--- src/rtl/vec_pkg.sv ---
// Shared types and sizes for the vector load/store datapath.
// Lane 0 of a memory sequence is the most-significant byte of the vector.
package vec_pkg;

    localparam int NUM_LANES  = 16;
    localparam int LANE_W     = 8;
    localparam int WORD_W     = 32;
    localparam int LANE_IDX_W = $clog2(NUM_LANES);

    typedef logic [LANE_W-1:0]                 lane_t;
    typedef logic [NUM_LANES-1:0][LANE_W-1:0]  vec_t;

    typedef enum logic [1:0] {
        IDLE  = 2'd0,
        WRITE = 2'd1,
        DONE  = 2'd2
    } store_state_t;

endpackage

--- src/rtl/vec_store_seq_lane_sel.sv ---
// Lane selector: picks memory-order lane idx (MSB-first) and zero-extends it to a word.
// Latency: combinational. Backpressure: none, pure function of its inputs.
// Shared with the vector load/store blocks, so it sizes itself from vec_pkg.
module lane_sel
    import vec_pkg::*;
(
    input  vec_t                    vec,
    input  logic [LANE_IDX_W-1:0]   idx,
    output logic [WORD_W-1:0]       word
);

    logic [LANE_IDX_W-1:0] pos;

    // Memory lane 0 maps to the top packed element of the vector.
    always_comb begin
        pos  = LANE_IDX_W'(NUM_LANES - 1) - idx;
        word = WORD_W'(vec[pos]);
    end

endmodule

--- src/rtl/vec_store_seq.sv ---
// Stores a SIMD result vector as NUM_LANES zero-extended words, one per accepted write.
// Latency: first write 1 cycle after start, done 1 cycle after the last accepted write.
// Backpressure: mem_ready=0 holds the registered write indefinitely; busy stalls the pipeline.
module vec_store_seq #(
    parameter int NUM_LANES = vec_pkg::NUM_LANES,
    parameter int LANE_W    = vec_pkg::LANE_W,
    parameter int WORD_W    = vec_pkg::WORD_W,
    parameter int ADDR_W    = 32,
    parameter int ADDR_STEP = 4
) (
    input  logic                          clk,
    input  logic                          rst_n,
    input  logic                          start,
    input  logic [ADDR_W-1:0]             base_addr,
    input  logic [NUM_LANES*LANE_W-1:0]   ResultV,
    output logic                          mem_we,
    output logic [ADDR_W-1:0]             mem_addr,
    output logic [WORD_W-1:0]             mem_wdata,
    input  logic                          mem_ready,
    output logic                          busy,
    output logic                          done
);

    localparam int IDX_W = $clog2(NUM_LANES);
    localparam logic [IDX_W-1:0] LAST_LANE = IDX_W'(NUM_LANES - 1);

    vec_pkg::store_state_t              state;
    logic [IDX_W-1:0]                   lane;
    logic [IDX_W-1:0]                   lane_nxt;
    logic [NUM_LANES-1:0][LANE_W-1:0]   vec_q;
    logic [ADDR_W-1:0]                  base_q;

    logic [NUM_LANES-1:0][LANE_W-1:0]   sel_vec;
    logic [IDX_W-1:0]                   sel_idx;
    logic [WORD_W-1:0]                  sel_word;
    logic [ADDR_W-1:0]                  next_addr;

    // In IDLE the selector looks at the live input so lane 0 can be registered
    // in the same edge that captures the vector; afterwards it looks one lane ahead.
    always_comb begin
        lane_nxt  = lane + 1'b1;
        sel_vec   = vec_q;
        sel_idx   = lane_nxt;
        if (state == vec_pkg::IDLE) begin
            sel_vec = ResultV;
            sel_idx = '0;
        end
        next_addr = base_q + ADDR_W'(lane_nxt) * ADDR_W'(ADDR_STEP);
    end

    lane_sel u_lane_sel (
        .vec  (sel_vec),
        .idx  (sel_idx),
        .word (sel_word)
    );

    always_ff @(posedge clk or negedge rst_n) begin
        if (!rst_n) begin
            state     <= vec_pkg::IDLE;
            lane      <= '0;
            vec_q     <= '0;
            base_q    <= '0;
            mem_we    <= 1'b0;
            mem_addr  <= '0;
            mem_wdata <= '0;
            busy      <= 1'b0;
            done      <= 1'b0;
        end else begin
            case (state)
                vec_pkg::IDLE: begin
                    done <= 1'b0;
                    if (start) begin
                        vec_q     <= ResultV;
                        base_q    <= base_addr;
                        lane      <= '0;
                        mem_we    <= 1'b1;
                        mem_addr  <= base_addr;
                        mem_wdata <= sel_word;
                        busy      <= 1'b1;
                        state     <= vec_pkg::WRITE;
                    end
                end

                vec_pkg::WRITE: begin
                    if (mem_ready) begin
                        if (lane == LAST_LANE) begin
                            mem_we <= 1'b0;
                            busy   <= 1'b0;
                            done   <= 1'b1;
                            state  <= vec_pkg::DONE;
                        end else begin
                            lane      <= lane_nxt;
                            mem_addr  <= next_addr;
                            mem_wdata <= sel_word;
                        end
                    end
                end

                vec_pkg::DONE: begin
                    done  <= 1'b0;
                    state <= vec_pkg::IDLE;
                end

                default: begin
                    mem_we <= 1'b0;
                    busy   <= 1'b0;
                    done   <= 1'b0;
                    state  <= vec_pkg::IDLE;
                end
            endcase
        end
    end

endmodule

--- config.mk ---
export PLATFORM = sky130hd
export DESIGN_NAME = vec_store_seq
export DESIGN_NICKNAME = d
export VERILOG_FILES = /design/src/rtl/vec_pkg.sv /design/src/rtl/vec_store_seq_lane_sel.sv /design/src/rtl/vec_store_seq.sv
export SDC_FILE = /design/constraint.sdc
export NUM_CORES = 1
export LEC_CHECK = 0
export CAP_MARGIN = 20
export CORE_ASPECT_RATIO = 2
export CORE_UTILIZATION = 25
export CTS_BUF_LIST = sky130_fd_sc_hd__clkbuf_4
export CTS_CLUSTER_DIAMETER = 150
export DETAILED_ROUTE_END_ITERATION = 12
export GPL_TIMING_DRIVEN = 0
export PLACE_DENSITY = 0.48
export SLEW_MARGIN = 20
export SYNTH_ARGS = -nofsm -noshare
export SYNTH_HDL_FRONTEND = slang
export SYNTH_SLANG_ARGS = --single-unit
--- constraint.sdc ---
create_clock -name clk -period 5.6 [get_ports clk]
set_input_delay 1.12 -clock clk [delete_from_list [all_inputs] [get_ports clk]]
set_output_delay 1.12 -clock clk [all_outputs]
set_load 0.005 [all_outputs]
run_1/drive_strength.png
Drawn at 2 px/µm.
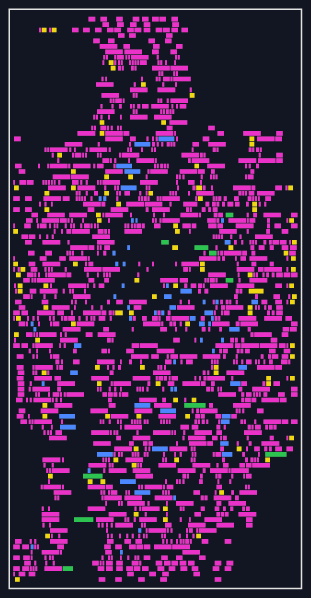
green -> drive 6 and up  # cells 10
magenta -> drive 1 or less  # cells 1316
yellow -> drive 3 to 4  # cells 103
blue -> drive 2  # cells 64

run_1/registers.png
Drawn at 1.5 px/µm.
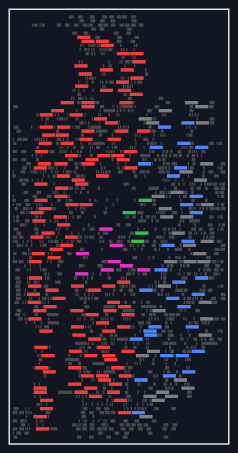
magenta -> mem_wdata  # sequential cells 8, where centre
red -> vec_q  # sequential cells 128
blue -> base_q  # sequential cells 32
green -> lane  # sequential cells 4, where centre

==> reports/metrics.yaml, run 1 <==
final_timing:
  finalSetupViolCount: 0
  layout_min_cycle_time_ns: 3.76
  worst_slack_ns: 1.84
  min_period_over_period_pct: 67.1
  relSlewSlack_pct: 32.0
cts:
  numCtsBuffers: 53
  cts_buffer_depth: 3
  cts-hold-fix-buffers: 0
  cts.clk_slew.worst_paths_ns: 0.07
  post_cts_buffers: 0
  cts-root-buf: "clkbuf_4"
  cts_tree: "built"
synthesis:
  yosysChipArea_um2: 10300
  synthAdderAreaFrac_pct: 0.803
  ys_sh_xor_pct: 2.20
  area_leaders: "dfrtp_1, nand2_1, mux4_2"
  synth-seq-area-share_pct: 50.6
  yosysMostFrequentCell: "nand2_1"
  ys_top_logic_family: "simple AND/OR/NAND/NOR gates"
  syn_area_per_cell_um2: 8.83
  syn-cell-area_um2: 10300
  ys.flop_type: "dfrtp_1"
  synth_top_area_share_pct: 50.6
  yosys_register_bits: 208
status:
  status: "finished, final reports clean"
floorplanning:
  die_y_um: 289
  chip_area_um2: 42000
  pin_count: 231
power_and_ir_drop:
  pg_seq_uw: 2730
  internal_power_uw: 4300
  p_sw_share_pct: 39.3
  seqPwrFrac_pct: 38.5
  peakVddDrop_mv: 0.156
  p_per_area_nw_per_um2: 512
setup_path:
  critPathRequiredTime_ns: 6.18
  cpPeakStageDelay_ns: 0.58
  worstSetupPathType: "reg -> reg"
  cp-start-kind: "flop"
  crit_path_end_kind: "flop"
  cp_slowest_cell: "fa_1"
  cp_max_fo: 10
  crit_chain: "ha_1 -> buf_2 -> buf_4 -> clkinv_1 -> fa_1 -> nand2b_1 -> a211o_1 -> buf_6 -> nor4_2 -> xnor2_1 -> a21oi_1"
  cp.arrival_ns: 4.34
final_layout:
  mostFrequentLayoutCell: "nand2_1"
  fin_cells: 2024
grt:
  met2_usage_pct: 38.1
  grt_pass1_vias: 9691
  grt_max_degree: 93
detailed_routing:
  drc: 0
  initialDrtViolationCount: 396
placed_design:
  placed_cells: 1926
job:
  cap_violations: 0
run_1/met3.png
Drawn at 2 px/µm.
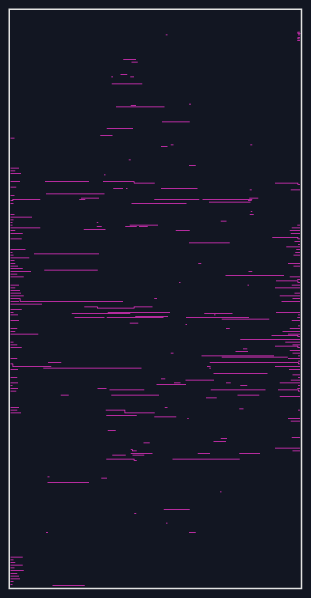
nets with wire on the layer = 192
share of all routed wire = 5.0%
GR Util met3: 2.87%
routed vias: 9237
Total Wirelength: 38900 µm

-- run 1: final timing paths --
path	startpoint	to	slack, ns	depth (start not counted)
worst max-delay path	lane[1]$_DFFE_PN0P_	mem_addr[30]$_DFFE_PN0P_	1.84	11
worst min-delay path	rst_n	vec_q[80]$_DFFE_PN0P_	0.30	1
worst max register to register	lane[1]$_DFFE_PN0P_	mem_addr[30]$_DFFE_PN0P_	1.84	11
worst min register to register	vec_q[27]$_DFFE_PN0P_	vec_q[27]$_DFFE_PN0P_	0.47	2
max in group asynchronous	rst_n	vec_q[31]$_DFFE_PN0P_	4.33	2
min in group clk	vec_q[27]$_DFFE_PN0P_	vec_q[27]$_DFFE_PN0P_	0.47	2
-- run 1: area by class of cell --
class	count	area [µm²]	area share, %
inverters	10	37.5	0.271
repair buffers	208	2120	15.3
plain buffers	91	514	3.71
multi-input cells	879	4610	33.3
clock inverters	27	166	1.20
diodes	1	2.50	0.0181
flip-flops and latches	208	5200	37.6
well taps	530	663	4.79
clock buffers	70	526	3.79
-- run 1: metal layers --
metal	wire length (µm)	vias to the layer above	part of all wire [%]
met2	22300	321	57
met5	0	-	0
met3	1960	73	5.0
met4	1300	0	3.3
li1	-	4431	-
met1	13300	4412	34
-- run 1: sequential cells by signal (all words and copies together), names as in the netlist --
register / flops
base_q: 32
done: 1
mem_wdata: 8
mem_addr: 32
busy: 1
state: 2
lane: 4
vec_q: 128
-- run 1: stage by stage --
stage | power (µW) | setup TNS [ns] | cell area, µm² | util [%]
3_3_place_gp | 5750 | -1220.25 | 13100 | 32.5
2_1_floorplan | 4430 | 0 | 10400 | -
6_report | 7090 | 0 | 13800 | 34.3
4_1_cts | 7210 | 0 | 13800 | 34.3
5_1_grt | 7620 | 0 | 13800 | 34.3
3_5_place_dp | 5800 | 0 | 13200 | 32.6
--- run 2 (diff from run 1) ---
--- a/config.mk
+++ b/config.mk
@@ -12,7 +12,7 @@
 export CTS_CLUSTER_DIAMETER = 150
 export DETAILED_ROUTE_END_ITERATION = 12
 export GPL_TIMING_DRIVEN = 0
-export PLACE_DENSITY = 0.48
+export PLACE_DENSITY = 0.5
 export SLEW_MARGIN = 20
 export SYNTH_ARGS = -nofsm -noshare
 export SYNTH_HDL_FRONTEND = slang
==> constraint.sdc (replaced) <==
create_clock -name clk -period 3.3 [get_ports clk]
set_input_delay 0.66 -clock clk [delete_from_list [all_inputs] [get_ports clk]]
set_output_delay 0.66 -clock clk [all_outputs]
set_load 0.005 [all_outputs]
run_2/registers.png
Drawn at 1.5 px/µm.
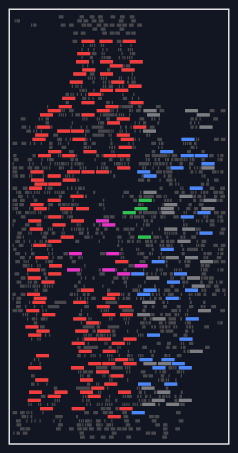
red -> vec_q  # sequential cells 128
green -> lane  # sequential cells 4, where centre
magenta -> mem_wdata  # sequential cells 8, where centre
blue -> base_q  # sequential cells 32
sequential standard cell area: 5200 µm²
Final Util: 34.3%
register share of the cell area: 37.6%
P_seq: 4650 µW

run_2/final_clocks.png
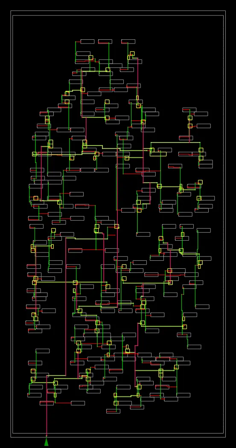
clock buf count: 72
Num CTS Buffers: 52
seq_cells: 208

==> run 2 against run 1 <==
  * Fmax rose by 21%
  * Sequential cell count is the same
  * Non-clock buffer count grew 1
  * Clock-buffer cell count increased by 2
  * Wire length grew 0.12%
  * Sequential share of layout area about the same
  * Sequential power grew about 70%
  * Utilization barely moved
  * First-iteration DRC count increased by 7.8%
  * Synthesized cell count is the same
  * Die size is the same
  * Critical path type unchanged
==> reports/metrics.yaml, run 2 <==
setup_path:
  worstSetupPathType: "reg -> reg"
  crit_chain: "ha_1 -> xnor2_4 -> inv_2 -> buf_2 -> ha_1 -> and3_1 -> a22oi_2 -> buf_4 -> nor3_1 -> xnor2_1 -> a21oi_1"
  critPathRequiredTime_ns: 3.88
  cpPeakStageDelay_ns: 0.41
  cp_max_fo: 10
  crit_path_end_kind: "flop"
  cp.arrival_ns: 3.68
  cp_slowest_cell: "dfrtp_1"
  cp-start-kind: "flop"
final_layout:
  largest_class: "flip-flops and latches"
  logic_area_um2: 4630
  design_area_um2: 13800
  comb-cell-share_pct: 33.5
  nonClkBufAreaFrac_pct: 19.2
  regMostFlops: "vec_q"
  clkCellAreaFrac_pct: 4.58
  reg_top3: "vec_q (128), base_q (32), mem_addr (32)"
  logic_gates: 879
  nNonClkInverters: 10
  largest_register_ffs: 128
  fin_cells: 2017
  mostFrequentLayoutCell: "nand2_1"
  nNonClkBuffers: 300
  insertedDiodeCount: 1
  layout-drive-gt1-share_pct: 12.0
grt:
  grt_pass1_vias: 9569
  grt_max_degree: 78
  grt_pass1_wl_um: 57700
final_timing:
  rsz0062_at_grt: "no"
  layout_min_cycle_time_ns: 3.10
  relSlewSlack_pct: 32.0
  worst_slack_ns: 0.203
  finalSetupTns_ns: 0
  min_period_over_period_pct: 93.8
  finalSetupViolCount: 0
power_and_ir_drop:
  p_sw_share_pct: 39.3
  peakVddDrop_mv: 0.272
  p_per_area_nw_per_um2: 865
  internal_power_uw: 7270
  power_uw: 12000
  seqPwrFrac_pct: 38.9
floorplanning:
  chip_area_um2: 42000
  die_y_um: 289
  pin_count: 231
  num_tap_cells: 530
synthesis:
  yosys_register_bits: 208
  ys_top_logic_family: "simple AND/OR/NAND/NOR gates"
  synth-seq-area-share_pct: 50.6
  synth_warnings: 0
  synthAdderAreaFrac_pct: 0.803
  ys.flop_type: "dfrtp_1"
  syn-cell-area_um2: 10300
  synth_top_area_share_pct: 50.6
  yosysChipArea_um2: 10300
  yosysMostFrequentCell: "nand2_1"
  ys_sh_xor_pct: 2.20
  area_leaders: "dfrtp_1, nand2_1, mux4_2"
  syn_area_per_cell_um2: 8.83
detailed_routing:
  initialDrtViolationCount: 427
  drc: 0
  vias: 9138
  wirelength_um: 39000
  wire_per_inst_um: 19.3
cts:
  cts_tree: "built"
  cts.clk_slew.worst_paths_ns: 0.07
  cts-root-buf: "clkbuf_4"
  cts_buffer_depth: 3
status:
  status: "finished, final reports clean"
placed_design:
  placed_cell_area_um2: 13200
  placed_cells: 1926
job:
  cap_violations: 0
[run 2: cell counts after synthesis]
No cell type changed its count.
[run 2: final timing paths]
path                                             from                       end  slack, ns  depth (start not counted)
worst min register to register  vec_q[73]$_DFFE_PN0P_     vec_q[73]$_DFFE_PN0P_       0.47                          2
worst max-delay path              lane[0]$_DFFE_PN0P_  mem_addr[23]$_DFFE_PN0P_       0.20                         11
min in group asynchronous                       rst_n     vec_q[98]$_DFFE_PN0P_       0.52                          2
max in group asynchronous                       rst_n      vec_q[8]$_DFFE_PN0P_       1.58                          4
worst min-delay path            vec_q[73]$_DFFE_PN0P_     vec_q[73]$_DFFE_PN0P_       0.47                          2
worst max register to register    lane[0]$_DFFE_PN0P_  mem_addr[23]$_DFFE_PN0P_       0.20                         11
[run 2: cells by family after synthesis]
logic type,after synthesis
compound gates,149
xor+xnor,25
fa+ha+maj,6
buf+inv,101
flops,208
mux,44
other cells,1
simple gates,631
[run 2: power groups by stage]
stage / registers, µW / clock network [µW] / logic, µW
6_report: 4650 / 2200 / 5120
5_1_grt: 4810 / 2380 / 5670
4_1_cts: 4660 / 2300 / 5220
3_5_place_dp: 4700 / 0 / 5150
3_3_place_gp: 4680 / 0 / 5080
2_1_floorplan: 4430 / 0 / 3090
[run 2: metal layers]
layer | part of all wire (%) | GRT usage [%] | vias up | wire length [µm]
met3 | 4.6 | 2.87 | 79 | 1770
met5 | 0 | 0 | - | 0
met2 | 57 | 37.4 | 294 | 22100
met4 | 4.1 | 9.05 | 0 | 1610
li1 | - | - | 4418 | -
met1 | 34 | 18.2 | 4347 | 13400
[run 2: repair_timing]
action                                  CTS  global route
pin swaps                                 0             1
endpoints found under the setup margin   25            20
hold buffers                              1             0
gates resized                             7             1
hold endpoints to repair                 76             0
setup buffers                             0             2
--- run 3 (diff from run 2) ---
--- a/config.mk
+++ b/config.mk
@@ -13,6 +13,7 @@
 export DETAILED_ROUTE_END_ITERATION = 12
 export GPL_TIMING_DRIVEN = 0
 export PLACE_DENSITY = 0.5
+export SETUP_SLACK_MARGIN = 0.2
 export SLEW_MARGIN = 20
 export SYNTH_ARGS = -nofsm -noshare
 export SYNTH_HDL_FRONTEND = slang
run_3/wire_density.png
Drawn at 1.5 px/µm. 15 x 29 tiles, from black (low) to pale yellow (high), scaled to the fullest tile. Values are wire area over tile area, all layers added.
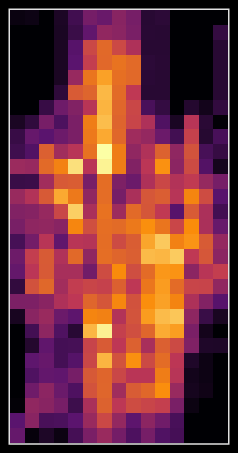
tiles over half the peak = 35%
emptiest ninth of the die = upper right
fullest tile = 0.39

run_3/registers.png
Drawn at 1.5 px/µm.
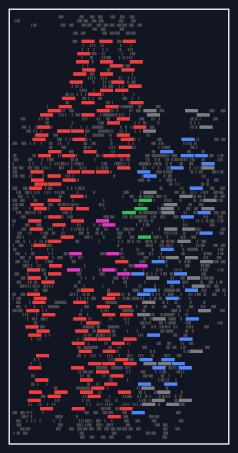
magenta -> mem_wdata  # sequential cells 8, where centre
red -> vec_q  # sequential cells 128
green -> lane  # sequential cells 4, where centre
blue -> base_q  # sequential cells 32
not coloured = 36
register share of the cell area: 37.5%
Final Util: 34.4%
sequential standard cell area: 5210 µm²

==> run 3 against run 2 <==
  * Via count barely moved
  * Global-route usage barely moved
  * Critical path type unchanged
  * Synthesized area unchanged
  * Design area increased by 0.45%
  * Worst hold slack worse by 0.00083 ns
  * First-iteration DRC count rose by 4.0%
  * Wire length increased by 0.28%
  * Total power increased by 0.77%
  * Worst setup slack gained 0.13 ns
  * Cell count about the same
  * Die size unchanged
  * Register-to-register slack better by 0.13 ns
==> reports/metrics.yaml, run 3 <==
status:
  status: "finished, final reports clean"
placed_design:
  placed_cells: 1926
  placed_cell_area_um2: 13200
power_and_ir_drop:
  internal_power_uw: 7330
  p_sw_share_pct: 39.2
  seqPwrFrac_pct: 38.6
  peakVddDrop_mv: 0.265
  p_per_area_nw_per_um2: 868
min_path:
  whs_path_depth: 2
  worstHoldStart: "vec_q[73]$_DFFE_PN0P_"
  min_to: "vec_q[73]$_DFFE_PN0P_"
synthesis:
  ys.flop_type: "dfrtp_1"
  syn-cell-area_um2: 10300
  synth_warnings: 0
  synth-seq-area-share_pct: 50.6
  ys_top_logic_family: "simple AND/OR/NAND/NOR gates"
  synthAdderAreaFrac_pct: 0.803
  synth_top_area_share_pct: 50.6
  area_leaders: "dfrtp_1, nand2_1, mux4_2"
  ys_sh_xor_pct: 2.20
  yosysChipArea_um2: 10300
  syn_area_per_cell_um2: 8.83
  yosysMostFrequentCell: "nand2_1"
  yosys_register_bits: 208
setup_path:
  r2r_cells: 12
  rr_endpoint: "mem_addr[28]$_DFFE_PN0P_"
  critPathRequiredTime_ns: 3.88
  cp-endpoint: "mem_addr[28]$_DFFE_PN0P_"
  cp-start-kind: "flop"
  cp.arrival_ns: 3.54
  rr_startpoint: "lane[0]$_DFFE_PN0P_"
  startpoint: "lane[0]$_DFFE_PN0P_"
  r2r_slack_ns: 0.33
  cp_max_fo: 10
  crit_path_end_kind: "flop"
  worstSetupPathType: "reg -> reg"
final_layout:
  regMostFlops: "vec_q"
  fin_cells: 2018
  mostFrequentLayoutCell: "nand2_1"
  largest_register_ffs: 128
  layout-drive-gt1-share_pct: 12.2
  design_area_um2: 13900
  reg_top3: "vec_q (128), base_q (32), mem_addr (32)"
floorplanning:
  die_y_um: 289
  pin_count: 231
  chip_area_um2: 42000
detailed_routing:
  initialDrtViolationCount: 444
  wire_per_inst_um: 19.4
  wirelength_um: 39100
  drc: 0
  vias: 9143
final_timing:
  rsz0062_at_grt: "no"
  layout_min_cycle_time_ns: 2.97
  relSlewSlack_pct: 31.2
  finalSetupViolCount: 0
  fin_skew_ns: 0.0519
  min_period_over_period_pct: 89.9
cts:
  numCtsBuffers: 52
  cts_tree: "built"
  cts_buffer_depth: 3
grt:
  grt_pass1_vias: 9562
  grt_max_degree: 78
job:
  cap_violations: 0
## run 3: area by class of cell
| class | count | area [µm²] |
|---|---|---|
| tap | 530 | 663 |
| antenna | 1 | 2.50 |
| clock inverter | 17 | 92.6 |
| buffer | 91 | 542 |
| timing repair buffer | 210 | 2140 |
| clock buffer | 72 | 541 |
| inverter | 10 | 42.5 |
| fill | 4353 | 26400 |
| sequential | 208 | 5210 |
| multi-input combinational | 879 | 4670 |
## run 3: worst max-delay path, stage by stage (launching register included)
cell and delay, ns:
dfrtp_2 0.44, buf_4 0.21, buf_6 0.19, inv_2 0.13, ha_1 0.24, inv_1 0.07, fa_1 0.41, nand2b_4 0.18
a211o_1 0.27, buf_6 0.16, nor4_2 0.28, xnor2_1 0.17, o21ai_1 0.09
## run 3: power by group through the flow
stage               clock network (µW)  logic (µW)  registers (µW)
floorplan                            0        3090            4430
global placement                     0        5080            4680
detailed placement                   0        5150            4700
CTS                               2300        5290            4670
global route                      2380        5760            4820
finish                            2200        5200            4660
## run 3: what timing repair did
action | 4_1_cts | 5_1_grt
gates resized | 13 | 6
buffers inserted | 1 | 0
pin swaps | 1 | 0
setup endpoints to repair | 26 | 11
hold buffers | 1 | 0
endpoints found under the hold margin | 76 | 0
## run 3: metrics by stage
stage	setup WS [ns]	power, µW
final	0.333	12100
after global routing	0.211	13000
after CTS	0.227	12300
after detailed placement	-0.461	9860
after global placement	-7.69	9760
after floorplan	0.329	7530
## run 3: per-layer routing
layer  track usage [%]  up-vias  part of all wire [%]
met5                 0        -                     0
li1                  -     4422                     -
met2              37.7      285                    57
met3              2.83       76                   4.2
met1              18.3     4360                    35
met4              8.63        0                   3.9
Power figures rest on the tool's default switching activity, not on a simulated workload.
